===== src/rtl/imem_rom_loader_if.sv =====
// Fetch-side ROM ports and the byte-serial program loader handshake of imem_rom_loader.
// The slave modport is the memory side, and the master modport is the CPU/loader side.
interface imem_rom_loader_if #(
   parameter int ADDR_W = 6,
   parameter int DATA_W = 32
);
   logic [ADDR_W-1:0] ROM_A1;
   logic [ADDR_W-1:0] ROM_A2;
   logic [DATA_W-1:0] ROM_RD1;
   logic [DATA_W-1:0] ROM_RD2;
   logic              ld_start;
   logic [ADDR_W:0]   ld_len;
   logic [7:0]        ld_byte;
   logic              ld_valid;
   logic              ld_ready;
   logic              ld_busy;
   logic              ld_done;
   logic              ld_err;
   logic              CPU_RST;

   modport slave (
      input  ROM_A1, ROM_A2, ld_start, ld_len, ld_byte, ld_valid,
      output ROM_RD1, ROM_RD2, ld_ready, ld_busy, ld_done, ld_err, CPU_RST
   );

   modport master (
      output ROM_A1, ROM_A2, ld_start, ld_len, ld_byte, ld_valid,
      input  ROM_RD1, ROM_RD2, ld_ready, ld_busy, ld_done, ld_err, CPU_RST
   );
endinterface


===== src/rtl/imem_rom_loader.sv =====
// Dual-read-port instruction memory with a big-endian byte-serial loader.
// The CPU is held in reset while a program streams in.
//
// state | meaning
// IDLE  | memory readable, waiting for ld_start
// LOAD  | accepting bytes, read ports return NOP, CPU held in reset
// DONE  | one-cycle ld_done pulse, CPU still held in reset
module imem_rom_loader #(
   parameter int ADDR_W = 6,
   parameter int DATA_W = 32
) (
   input logic                CLK,
   input logic                RST,
   imem_rom_loader_if.slave   bus
);
   localparam int DEPTH = 1 << ADDR_W;

   typedef enum logic [1:0] {S_IDLE, S_LOAD, S_DONE} state_t;

   state_t              state, state_nxt;
   logic [DATA_W-1:0]   mem [DEPTH];
   logic [ADDR_W-1:0]   waddr;
   logic [1:0]          bidx;
   logic [ADDR_W:0]     remaining;
   logic [DATA_W-9:0]   shreg;
   logic                ld_err_q;
   logic                start_ok, start_bad, accept, word_wr;
   logic [DATA_W-1:0]   word;

   always_comb begin
      state_nxt = state;
      start_ok  = 1'b0;
      start_bad = 1'b0;
      accept    = 1'b0;
      word_wr   = 1'b0;
      case (state)
         S_IDLE: begin
            if (bus.ld_start) begin
               if (bus.ld_len != '0 && bus.ld_len <= (ADDR_W+1)'(DEPTH)) begin
                  start_ok  = 1'b1;
                  state_nxt = S_LOAD;
               end else begin
                  start_bad = 1'b1;
               end
            end
         end
         S_LOAD: begin
            accept  = bus.ld_valid;
            word_wr = bus.ld_valid && (bidx == 2'd3);
            if (word_wr && remaining == (ADDR_W+1)'(1))
               state_nxt = S_DONE;
         end
         S_DONE:  state_nxt = S_IDLE;
         default: state_nxt = S_IDLE;
      endcase
   end

   always_ff @(posedge CLK) begin
      if (RST) begin
         state     <= S_IDLE;
         waddr     <= '0;
         bidx      <= '0;
         remaining <= '0;
         shreg     <= '0;
         ld_err_q  <= 1'b0;
      end else begin
         state <= state_nxt;
         if (start_ok) begin
            waddr     <= '0;
            bidx      <= '0;
            remaining <= bus.ld_len;
            ld_err_q  <= 1'b0;
         end else if (start_bad) begin
            ld_err_q  <= 1'b1;
         end
         if (accept) begin
            bidx  <= bidx + 2'd1;
            shreg <= {shreg[DATA_W-17:0], bus.ld_byte};
         end
         if (word_wr) begin
            waddr     <= waddr + 1'b1;
            remaining <= remaining - 1'b1;
         end
      end
   end

   // First byte received ends up in the top byte of the word.
   assign word = {shreg, bus.ld_byte};

   always_ff @(posedge CLK) begin
      if (RST) begin
         for (int i = 0; i < DEPTH; i++) mem[i] <= '0;
      end else if (word_wr) begin
         mem[waddr] <= word;
      end
   end

   assign bus.ROM_RD1  = (state == S_IDLE) ? mem[bus.ROM_A1] : '0;
   assign bus.ROM_RD2  = (state == S_IDLE) ? mem[bus.ROM_A2] : '0;
   assign bus.ld_ready = (state == S_LOAD);
   assign bus.ld_busy  = (state != S_IDLE);
   assign bus.ld_done  = (state == S_DONE);
   assign bus.ld_err   = ld_err_q;
   assign bus.CPU_RST  = RST | (state != S_IDLE);
endmodule


===== src/flat_wrapper.sv =====
// flat-port wrapper written by rule: the top's interface ports become plain ports
module imem_rom_loader_flat 
#(
   parameter int ADDR_W = 6,
   parameter int DATA_W = 32
)
  (CLK, RST, bus_ROM_A1, bus_ROM_A2, bus_ld_start, bus_ld_len, bus_ld_byte, bus_ld_valid, bus_ROM_RD1, bus_ROM_RD2, bus_ld_ready, bus_ld_busy, bus_ld_done, bus_ld_err, bus_CPU_RST);
  imem_rom_loader_if #(.ADDR_W(ADDR_W), .DATA_W(DATA_W)) bus_i ();
  input logic CLK;
  input logic RST;
  input wire logic [$bits(bus_i.ROM_A1)-1:0] bus_ROM_A1;
  input wire logic [$bits(bus_i.ROM_A2)-1:0] bus_ROM_A2;
  input wire logic [$bits(bus_i.ld_start)-1:0] bus_ld_start;
  input wire logic [$bits(bus_i.ld_len)-1:0] bus_ld_len;
  input wire logic [$bits(bus_i.ld_byte)-1:0] bus_ld_byte;
  input wire logic [$bits(bus_i.ld_valid)-1:0] bus_ld_valid;
  output wire logic [$bits(bus_i.ROM_RD1)-1:0] bus_ROM_RD1;
  output wire logic [$bits(bus_i.ROM_RD2)-1:0] bus_ROM_RD2;
  output wire logic [$bits(bus_i.ld_ready)-1:0] bus_ld_ready;
  output wire logic [$bits(bus_i.ld_busy)-1:0] bus_ld_busy;
  output wire logic [$bits(bus_i.ld_done)-1:0] bus_ld_done;
  output wire logic [$bits(bus_i.ld_err)-1:0] bus_ld_err;
  output wire logic [$bits(bus_i.CPU_RST)-1:0] bus_CPU_RST;
  assign bus_i.ROM_A1 = bus_ROM_A1;
  assign bus_i.ROM_A2 = bus_ROM_A2;
  assign bus_i.ld_start = bus_ld_start;
  assign bus_i.ld_len = bus_ld_len;
  assign bus_i.ld_byte = bus_ld_byte;
  assign bus_i.ld_valid = bus_ld_valid;
  assign bus_ROM_RD1 = bus_i.ROM_RD1;
  assign bus_ROM_RD2 = bus_i.ROM_RD2;
  assign bus_ld_ready = bus_i.ld_ready;
  assign bus_ld_busy = bus_i.ld_busy;
  assign bus_ld_done = bus_i.ld_done;
  assign bus_ld_err = bus_i.ld_err;
  assign bus_CPU_RST = bus_i.CPU_RST;
  imem_rom_loader #(.ADDR_W(ADDR_W), .DATA_W(DATA_W)) u_core (.CLK(CLK), .RST(RST), .bus(bus_i));
endmodule

===== config.mk =====
export PLATFORM = sky130hd
export DESIGN_NAME = imem_rom_loader_flat
export DESIGN_NICKNAME = d
export VERILOG_FILES = /design/src/rtl/imem_rom_loader_if.sv /design/src/rtl/imem_rom_loader.sv /design/src/flat_wrapper.sv
export SDC_FILE = /design/constraint.sdc
export NUM_CORES = 2
export LEC_CHECK = 0
export CAP_MARGIN = 20
export CORE_MARGIN = 8
export CORE_UTILIZATION = 32
export CTS_CLUSTER_SIZE = 28
export DETAILED_ROUTE_END_ITERATION = 7
export PLACE_DENSITY_LB_ADDON = 0.08
export RECOVER_POWER = 50
export SYNTH_ARGS = -nofsm -noshare
export SYNTH_HDL_FRONTEND = slang
export SYNTH_SLANG_ARGS = --single-unit

===== constraint.sdc =====
create_clock -name CLK -period 3.7 [get_ports CLK]
set_clock_uncertainty 0.15 [all_clocks]
set_input_delay 0.74 -clock CLK [delete_from_list [all_inputs] [get_ports CLK]]
set_output_delay 0.74 -clock CLK [all_outputs]
set_load 0.02 [all_outputs]

layer_met3.png
Drawn at 1 px/um.
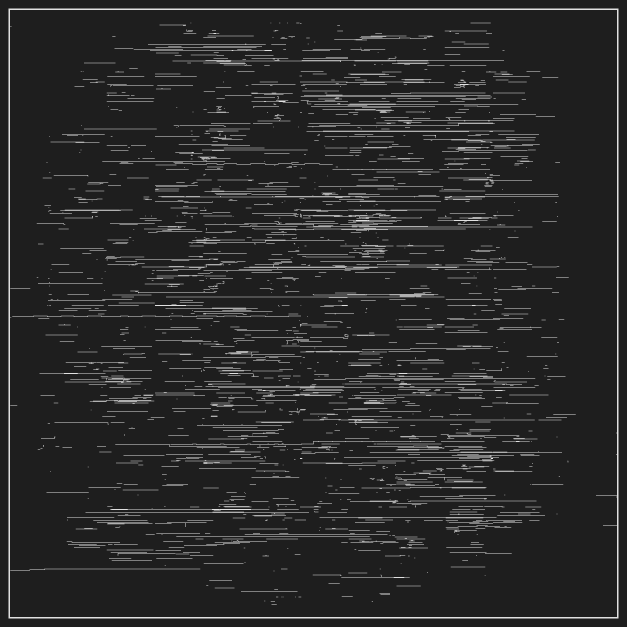
main direction: horizontal
nets with wire on the layer: 1015

congestion.png
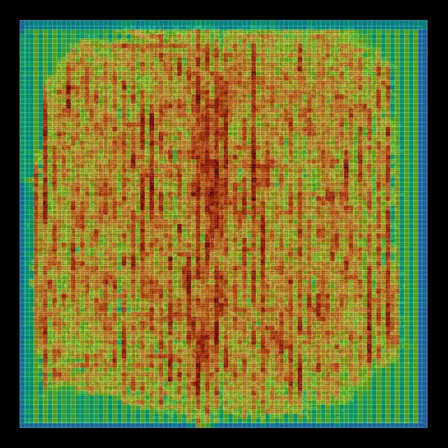
met3 Usage GRT: 0.0456
routed length per instance: 40.2 um
Total GRT Usage: 0.277
Layout Utilization: 0.402

==> results_dict.tcl <==
# yosys + openroad results
set metrics [dict create \
    outcome "finished with violations" \
    violations "max-capacitance violations, max-slew violations, negative setup slack" \
    clock_buffer_count 347 \
    ys_sh_mux 0.248 \
    synthTopLogicFamily "multiplexers" \
    r2r_slack_ps -90 \
    rsz0062_at_grt "yes" \
    slew_headroom -0.239 \
    crit_path_cell_trace "mux4_2, mux4_2, o211ai_1, buf_4, o31ai_4, buf_6" \
    whs_ps 271 \
    post_cts_resized 592 \
    grt.busiest_layer "met2" \
    gr-usage-met2 0.462 \
    synth_nets 7295 \
    lay_top_cells "edfxtp_1, and2_1, mux4_2" \
    period_needed_ps 4610 \
    post-cts-setup-buffers 188 \
    synth_seq_share 0.558 \
    drc 0 \
    cpPeakStageDelay_ps 800 \
    power.share.clock 0.400 \
    pre_cts_slack_ps -1350 \
    hold-path-endpoint "u_core.shreg[4]" \
    drt_wl_total_um 522000 \
    grt_pass1_wl_um 693000 \
    ys_sh_aoi 0.0219 \
    sh_seq_area 0.446 \
    grt_max_degree 67 \
    synth.largest_area_cell "edfxtp_1" \
    nFillCells 32159 \
    portBuffers 99 \
    clockBufferDepth 4 \
    path_delay_family "multiplexers" \
    crit_cells 6 \
    vias 74343 \
    warnings 30 \
    inverters 14 \
    fin_ws_ps -913 \
    vias_per_cell 5.72 \
    ys_area_um2 112000 \
    coreArea_um2 349000 \
    place_congestion 0.860 \
    p_sw_mw 16.6 \
    stdcell_area_um2 140000 \
    path_buffers 2 \
    drv_slew 25 \
    comb_area_um2 47700 \
    crit_path_frequent_cell "mux4_2" \
    grt-ovfl-total 0 \
    final-seq-area_um2 62400 \
    met1Wirelength_um 209000 \
    comb_power_mw 9.75 \
    mostFrequentLayoutCell "edfxtp_1" \
    p_int_mw 46.0 \
    top_cell "and2_1" \
    rows 217 \
    synth.cell_area_um2 112000 \
    startpoint "u_core.mem[54][15]" \
    synthXorXnorAreaFrac 0 \
    hp-start "bus_ld_byte[4]" \
    flops 2090 \
    powerClk_mw 25.1 \
    regMostFlops "u_core.mem" \
    maxCapViolCount 1 \
    grt_pass1_vias 74440 \
    dr_wl_met2_um 251000 \
    firstDrtPassIters 5 \
    synthTopCellsByCount "and2_1, edfxtp_1, mux4_2, clkbuf_1, nand2_1" \
    tapCellCount 4599 \
    netlist.area_leader.share 0.550 \
    chip_area_um2 368000 \
    layout.nets 8229 \
    cts_hold_buf 0 \
    p_seq_frac 0.444 \
    path_class "register to primary output" \
    antenna_cells 15 \
    rr_worst_depth 9 \
    synth-async-reset-ratio 0 \
    die_w_um 607 \
    swShare 0.266 \
    peakVddDrop_v 0.000301 \
    setup_viol 311 \
    slowest_stage "o211ai_1" \
    wl_met3_um 36000 \
    path_clk_slew_ps 60 \
]
layer_met2.png
Drawn at 1 px/um.
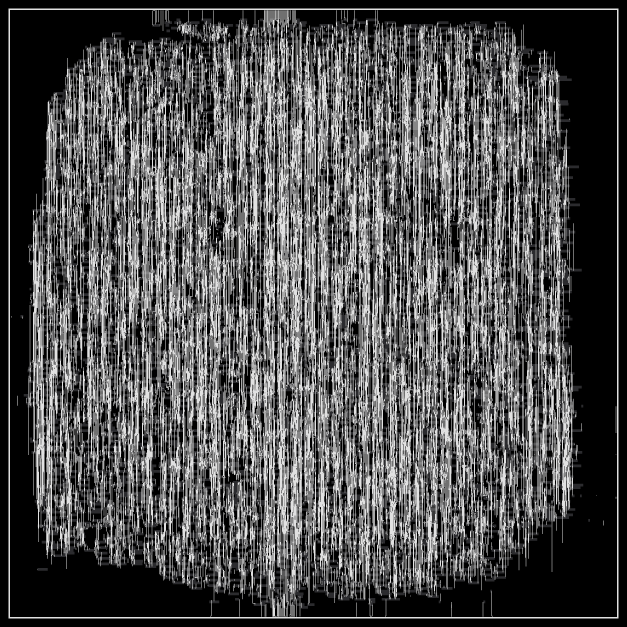
main direction: vertical
nets with wire on the layer: 7023
share of all routed wire: 48%
longest straight run: 177 um

